Ports around the boundary:
(6 px per um) Pins as bars across the die edge, other pins in gray.
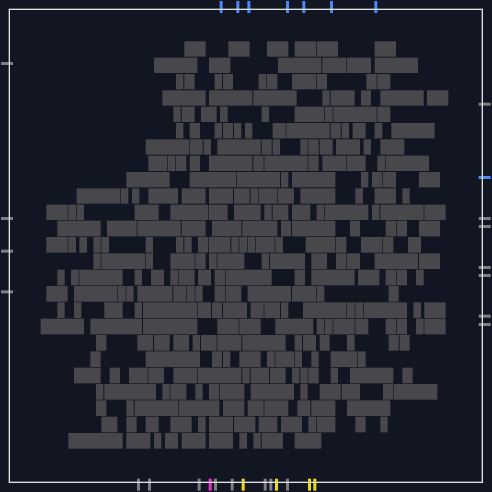
Signal wires on met2:
(4 px per um) Cells faint in the background.
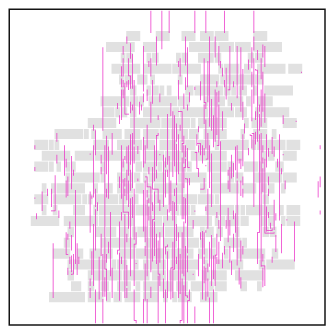
Placement view:
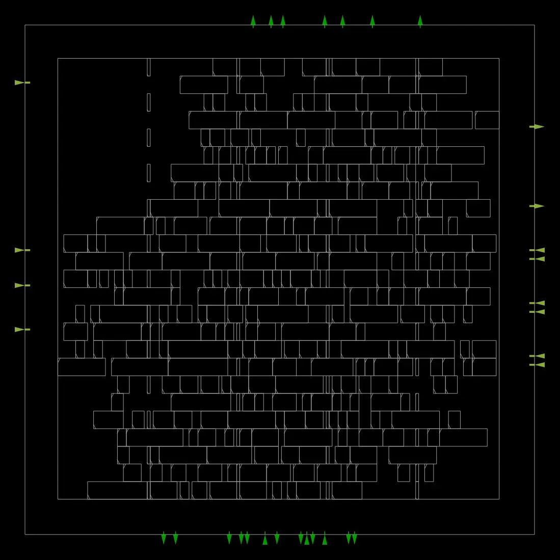
Layout detail:
Region (19, 19) to (59, 59) um. Cells in gray, sequential cells in the stronger gray; small squares are vias.
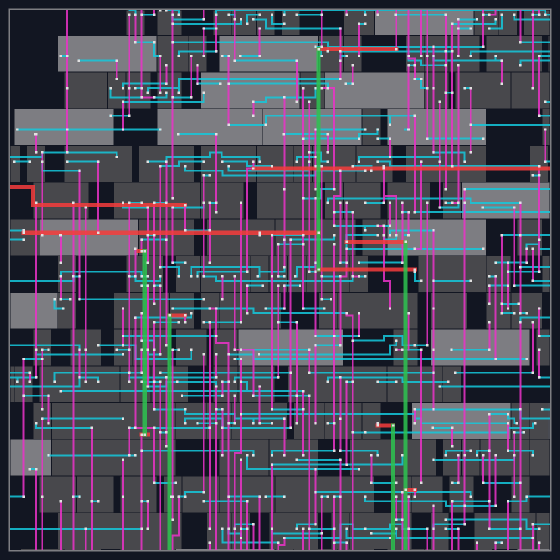
Routed metal, one color a layer:
(4 px per um) Only two layers are drawn.
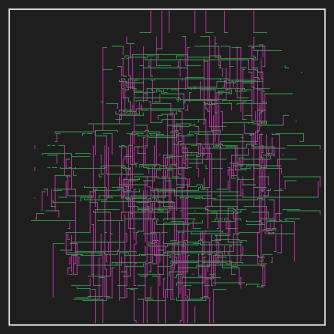
==> config.mk <==
export PLATFORM = sky130hd
export DESIGN_NAME = spi_readout_ctrl_flat
export DESIGN_NICKNAME = d
export VERILOG_FILES = /design/src/rtl/spi_readout_ctrl_pkg.sv /design/src/rtl/spi_readout_ctrl_if.sv /design/src/rtl/spi_readout_ctrl_sync_edge.sv /design/src/rtl/spi_readout_ctrl.sv /design/src/flat_wrapper.sv
export SDC_FILE = /design/constraint.sdc
export NUM_CORES = 1
export LEC_CHECK = 0
export ABC_AREA = 1
export CAP_MARGIN = 40
export CORE_MARGIN = 5
export CORE_UTILIZATION = 40
export CTS_CLUSTER_SIZE = 24
export DETAILED_ROUTE_END_ITERATION = 12
export GPL_TIMING_DRIVEN = 0
export PLACE_DENSITY = 0.64
export SLEW_MARGIN = 0
export SYNTH_ARGS = -nofsm -noshare
export SYNTH_HDL_FRONTEND = slang
export SYNTH_SLANG_ARGS = --single-unit
==> constraint.sdc <==
create_clock -name clk -period 1.5 [get_ports clk]
set_input_delay 0.15 -clock clk [delete_from_list [all_inputs] [get_ports clk]]
set_output_delay 0.15 -clock clk [all_outputs]
set_load 0.02 [all_outputs]
==> src/rtl/spi_readout_ctrl_pkg.sv <==
// Shared types and constants for the SPI readout controller.
package spi_pkg;

    typedef enum logic [1:0] {
        IDLE,
        RST_ADDR,
        LOAD,
        SHIFT
    } state_t;

    localparam int unsigned SPI_BITS    = 8;
    localparam int unsigned FRAME_BYTES = 8;

endpackage

==> src/rtl/spi_readout_ctrl_if.sv <==
// SPI pins, capture-memory controls and receive/status signals of the readout controller.
interface spi_readout_ctrl_if;

    logic       ss_n;
    logic       sck;
    logic       mosi;
    logic       miso;
    logic       miso_oe;
    logic [7:0] mem_byte;
    logic       mem_reset_addr;
    logic       mem_incr;
    logic       snap_req;
    logic [7:0] rx_byte;
    logic       rx_valid;
    logic [3:0] byte_cnt;
    logic       busy;

    modport slave (
        input  ss_n, sck, mosi, mem_byte,
        output miso, miso_oe, mem_reset_addr, mem_incr, snap_req,
               rx_byte, rx_valid, byte_cnt, busy
    );

    modport master (
        output ss_n, sck, mosi, mem_byte,
        input  miso, miso_oe, mem_reset_addr, mem_incr, snap_req,
               rx_byte, rx_valid, byte_cnt, busy
    );

endinterface

==> src/rtl/spi_readout_ctrl_sync_edge.sv <==
// Multi-flop synchronizer for an asynchronous input with single-cycle rise/fall pulses.
module spi_sync_edge #(
    parameter int STAGES = 2
) (
    input  logic clk,
    input  logic rst,
    input  logic din,
    output logic level,
    output logic rise,
    output logic fall
);

    logic [STAGES-1:0] sync;
    logic              dly;

    // NOTE: sequential state uses non-blocking assignments so every flop samples pre-edge values.
    always_ff @(posedge clk) begin
        if (rst) begin
            sync <= '0;
            dly  <= 1'b0;
        end else begin
            sync <= {sync[STAGES-2:0], din};
            dly  <= sync[STAGES-1];
        end
    end

    assign level = sync[STAGES-1];
    assign rise  = level & ~dly;
    assign fall  = ~level & dly;

endmodule

==> src/rtl/spi_readout_ctrl.sv <==
// Mode-0 SPI slave that streams the capture memory out on MISO and returns MOSI bytes.
module spi_readout_ctrl
    import spi_pkg::*;
#(
    parameter int SYNC_STAGES = 2,
    parameter int LENGTH      = 8
) (
    input  logic            clk,
    input  logic            rst,
    spi_readout_ctrl_if.slave bus
);

    localparam logic [3:0] BIT_LAST = 4'(SPI_BITS - 1);
    localparam logic [3:0] BIT_DONE = 4'(SPI_BITS);

    if (SYNC_STAGES < 2 || LENGTH != FRAME_BYTES) begin : g_bad_param
        $error("spi_readout_ctrl: SYNC_STAGES must be >= 2 and LENGTH must equal FRAME_BYTES");
    end

    logic sck_rise, sck_fall, ss_rise, ss_fall;
    logic sck_s, ss_s;
    logic [SYNC_STAGES-1:0] mosi_sync;
    logic mosi_s;

    spi_sync_edge #(.STAGES(SYNC_STAGES)) u_sck (
        .clk(clk), .rst(rst), .din(bus.sck),
        .level(sck_s), .rise(sck_rise), .fall(sck_fall)
    );

    spi_sync_edge #(.STAGES(SYNC_STAGES)) u_ss (
        .clk(clk), .rst(rst), .din(bus.ss_n),
        .level(ss_s), .rise(ss_rise), .fall(ss_fall)
    );

    always_ff @(posedge clk) begin
        if (rst) mosi_sync <= '0;
        else     mosi_sync <= {mosi_sync[SYNC_STAGES-2:0], bus.mosi};
    end
    assign mosi_s = mosi_sync[SYNC_STAGES-1];

    state_t     state, state_n;
    logic [7:0] tx_shift, tx_shift_n, rx_shift, rx_shift_n, rx_byte, rx_byte_n;
    logic [3:0] bit_cnt, bit_cnt_n, byte_cnt, byte_cnt_n;
    logic       miso, miso_n, rx_valid, rx_valid_n;
    logic       reset_addr, incr, snap, load;

    always_ff @(posedge clk) begin
        if (rst) begin
            state    <= IDLE;
            tx_shift <= '0;
            rx_shift <= '0;
            rx_byte  <= '0;
            bit_cnt  <= '0;
            byte_cnt <= '0;
            miso     <= 1'b0;
            rx_valid <= 1'b0;
        end else begin
            state    <= state_n;
            tx_shift <= tx_shift_n;
            rx_shift <= rx_shift_n;
            rx_byte  <= rx_byte_n;
            bit_cnt  <= bit_cnt_n;
            byte_cnt <= byte_cnt_n;
            miso     <= miso_n;
            rx_valid <= rx_valid_n;
        end
    end

    // NOTE: every always_comb output gets a default first so no path can infer a latch.
    always_comb begin
        state_n    = state;
        tx_shift_n = tx_shift;
        rx_shift_n = rx_shift;
        rx_byte_n  = rx_byte;
        bit_cnt_n  = bit_cnt;
        byte_cnt_n = byte_cnt;
        miso_n     = miso;
        rx_valid_n = 1'b0;
        reset_addr = 1'b0;
        incr       = 1'b0;
        snap       = 1'b0;
        load       = 1'b0;

        // Deselect wins over any coincident SCK edge and suppresses all memory pulses.
        if (state != IDLE && ss_rise) begin
            state_n = IDLE;
            miso_n  = 1'b0;
        end else begin
            unique case (state)
                IDLE: begin
                    miso_n = 1'b0;
                    if (ss_fall) state_n = RST_ADDR;
                end
                RST_ADDR: begin
                    reset_addr = 1'b1;
                    snap       = 1'b1;
                    byte_cnt_n = '0;
                    state_n    = LOAD;
                end
                LOAD: begin
                    load    = 1'b1;
                    state_n = SHIFT;
                end
                SHIFT: begin
                    if (sck_rise) begin
                        rx_shift_n = {rx_shift[6:0], mosi_s};
                        bit_cnt_n  = bit_cnt + 4'd1;
                        if (bit_cnt == BIT_LAST) begin
                            rx_byte_n  = {rx_shift[6:0], mosi_s};
                            rx_valid_n = 1'b1;
                        end
                    end else if (sck_fall) begin
                        if (bit_cnt == BIT_DONE) begin
                            load = 1'b1;
                        end else begin
                            tx_shift_n = {tx_shift[6:0], 1'b0};
                            miso_n     = tx_shift[6];
                        end
                    end
                end
                default: state_n = IDLE;
            endcase

            if (load) begin
                tx_shift_n = bus.mem_byte;
                miso_n     = bus.mem_byte[7];
                incr       = 1'b1;
                bit_cnt_n  = '0;
                byte_cnt_n = (byte_cnt == 4'd15) ? byte_cnt : byte_cnt + 4'd1;
            end
        end
    end

    assign bus.miso           = miso;
    assign bus.miso_oe        = (state != IDLE);
    assign bus.busy           = (state != IDLE);
    assign bus.mem_reset_addr = reset_addr;
    assign bus.mem_incr       = incr;
    assign bus.snap_req       = snap;
    assign bus.rx_byte        = rx_byte;
    assign bus.rx_valid       = rx_valid;
    assign bus.byte_cnt       = byte_cnt;

endmodule
==> src/flat_wrapper.sv <==
// flat-port wrapper written by rule: the top's interface ports become plain ports
module spi_readout_ctrl_flat import spi_pkg::*;
#(
    parameter int SYNC_STAGES = 2,
    parameter int LENGTH      = 8
)
  (clk, rst, bus_ss_n, bus_sck, bus_mosi, bus_mem_byte, bus_miso, bus_miso_oe, bus_mem_reset_addr, bus_mem_incr, bus_snap_req, bus_rx_byte, bus_rx_valid, bus_byte_cnt, bus_busy);
  spi_readout_ctrl_if bus_i ();
  input  logic clk;
  input  logic rst;
  input wire logic [$bits(bus_i.ss_n)-1:0] bus_ss_n;
  input wire logic [$bits(bus_i.sck)-1:0] bus_sck;
  input wire logic [$bits(bus_i.mosi)-1:0] bus_mosi;
  input wire logic [$bits(bus_i.mem_byte)-1:0] bus_mem_byte;
  output wire logic [$bits(bus_i.miso)-1:0] bus_miso;
  output wire logic [$bits(bus_i.miso_oe)-1:0] bus_miso_oe;
  output wire logic [$bits(bus_i.mem_reset_addr)-1:0] bus_mem_reset_addr;
  output wire logic [$bits(bus_i.mem_incr)-1:0] bus_mem_incr;
  output wire logic [$bits(bus_i.snap_req)-1:0] bus_snap_req;
  output wire logic [$bits(bus_i.rx_byte)-1:0] bus_rx_byte;
  output wire logic [$bits(bus_i.rx_valid)-1:0] bus_rx_valid;
  output wire logic [$bits(bus_i.byte_cnt)-1:0] bus_byte_cnt;
  output wire logic [$bits(bus_i.busy)-1:0] bus_busy;
  assign bus_i.ss_n = bus_ss_n;
  assign bus_i.sck = bus_sck;
  assign bus_i.mosi = bus_mosi;
  assign bus_i.mem_byte = bus_mem_byte;
  assign bus_miso = bus_i.miso;
  assign bus_miso_oe = bus_i.miso_oe;
  assign bus_mem_reset_addr = bus_i.mem_reset_addr;
  assign bus_mem_incr = bus_i.mem_incr;
  assign bus_snap_req = bus_i.snap_req;
  assign bus_rx_byte = bus_i.rx_byte;
  assign bus_rx_valid = bus_i.rx_valid;
  assign bus_byte_cnt = bus_i.byte_cnt;
  assign bus_busy = bus_i.busy;
  spi_readout_ctrl #(.SYNC_STAGES(SYNC_STAGES), .LENGTH(LENGTH)) u_core (.clk(clk), .rst(rst), .bus(bus_i));
endmodule
==> flow_summary.toml <==
# generated from flow reports
[outcome]
status = "finished, violations left"
violations = "negative setup slack"

[sta]
layout_setup_ws_ns = -0.171
skew_ns = 0.0151
hold_viol = 0
post-route-period-util = 1.11
worstMarginPinSlew_ns = 0.512
setup_viol = 31

[clocking]
cts-root-buf = "clkbuf_8"
clk_transition_reported_paths_ns = 0.09
clk_latency_ns = 0.30
hold_buffers = 0
cts_buffers = 5
cts_resized = 63
cts_tree = "built"

[floorplanning]
fp_util = 0.406
pin_count = 32

[place]
gp_congestion = 0.809
pre_cts_slack_ns = -0.545
io_buffers = 30

[routing]
wirelength_met1_mm = 1.96
maxUsedRoutingLayer = "met4"

[grt]
grt_pass1_vias = 1610
antenna_found_initial = 0
grt_pass1_wl_mm = 7.16

[min_path]
hold_end = "u_core.bus.byte_cnt[2]"

[worst_setup_path]
critPathMaxStageDelay_ns = 0.36
reg2reg_to = "u_core.bit_cnt[3]"
cp.depth = 8
cp.required_ns = 1.35

[cells_and_area]
fin_cells = 361
regMostFlops = "u_core.bus.rx_byte"
n_antenna_cell = 0

[logic_synthesis]
ys.flops = 42
syn_nets = 269

[power_and_ir_drop]
power_mw = 3.57
-- 'ports around the boundary' (at the start) --
legend:
  bus_byte_cnt:
    color: yellow
    pins: 4
    direction: output
    edge: south
  bus_mem_reset_addr:
    color: magenta
    pins: 1
    direction: output
    edge: south
  bus_rx_byte:
    color: blue
    pins: 8
    direction: output
    edge: 7 north, 1 east
all pins by edge: 13 south, 8 east, 7 north, 4 west

-- 'signal wires on met2' (at the start) --
main direction: vertical
share of all routed wire: 50%
nets with wire on the layer: 269
longest straight run: 33.3 um
wire length on this layer: 2270 um

-- 'placement view' (at the start) --
# rows: 25
share of the core filled with cells: 0.610
Filler cells: 407

-- 'layout detail' (at the start) --
legend:
  M1:
    color: cyan
  M2:
    color: magenta
  M4:
    color: green
  M3:
    color: red
sequential cells in the window: 15
netlist names of flops here include: u_core.rx_shift (5), u_core.bit_cnt (4), u_core.tx_shift (2)
cells with their middle in the window: 144
most frequent: nor2_1 (18), nand2_1 (13), dfxtp_1 (13)

-- 'routed metal, one color a layer' (at the start) --
legend:
  M2:
    color: magenta
    wire_length: 2270 um
  M1:
    color: green
    wire_length: 1960 um

[synth_stat cells]
library cell | count | area [um2]
o21ai_4 | 1 | 16.3
o22ai_1 | 1 | 6.26
clkbuf_1 | 3 | 11.3
buf_6 | 1 | 11.3
nor3_1 | 11 | 55.1
ha_1 | 8 | 100
buf_4 | 2 | 15.0
inv_2 | 4 | 15.0
clkinv_2 | 1 | 5.00
a21oi_1 | 11 | 55.1
nand3b_1 | 1 | 7.51
nand2_1 | 35 | 131
xnor2_1 | 1 | 8.76
nand4_1 | 1 | 6.26
nand2_2 | 5 | 31.3
xor2_1 | 2 | 17.5
nand2_4 | 1 | 11.3
o21ai_0 | 18 | 90.1
buf_1 | 1 | 3.75
nand3_1 | 19 | 95.1
o21a_1 | 1 | 7.51
o21bai_2 | 1 | 11.3
a21oi_2 | 1 | 8.76
nor2_1 | 42 | 158
dfxtp_1 | 42 | 841
nor3_2 | 1 | 10.0
inv_1 | 28 | 105
nand3_2 | 4 | 40.0
o211ai_1 | 1 | 7.51
[layer usage]
metal	global-route usage	vias to the layer above
met1	0.172	810
li1	-	912
met5	0	-
met3	0.0356	16
met2	0.239	29
met4	0.0542	0
[cells by family after synthesis]
group	after synthesis	share of synthesized area
and+or+nand+nor	120	0.290
DFF	42	0.447
buffers and inverters	40	0.0884
AOI/OAI and AO/OA	35	0.108
adders and majority gates	8	0.0532
xor gates and xnor gates	3	0.0140
[where the power goes]
part	internal (mW)	switching, mW	leakage [nW]
Combinational	0.708	0.769	0.780
Clock	0.336	0.427	0.0447
Sequential	1.22	0.108	0.343
[area by class of cell]
class	instances	area, um2
clock buffer	5	68.8
multi-input combinational	166	1110
sequential	42	851
buffer	7	45.0
timing repair buffer	51	492
fill	407	1810
inverter	33	159
tap	54	67.6
clock inverter	3	25.0
Power figures rest on the tool's default switching activity, not on a simulated workload.
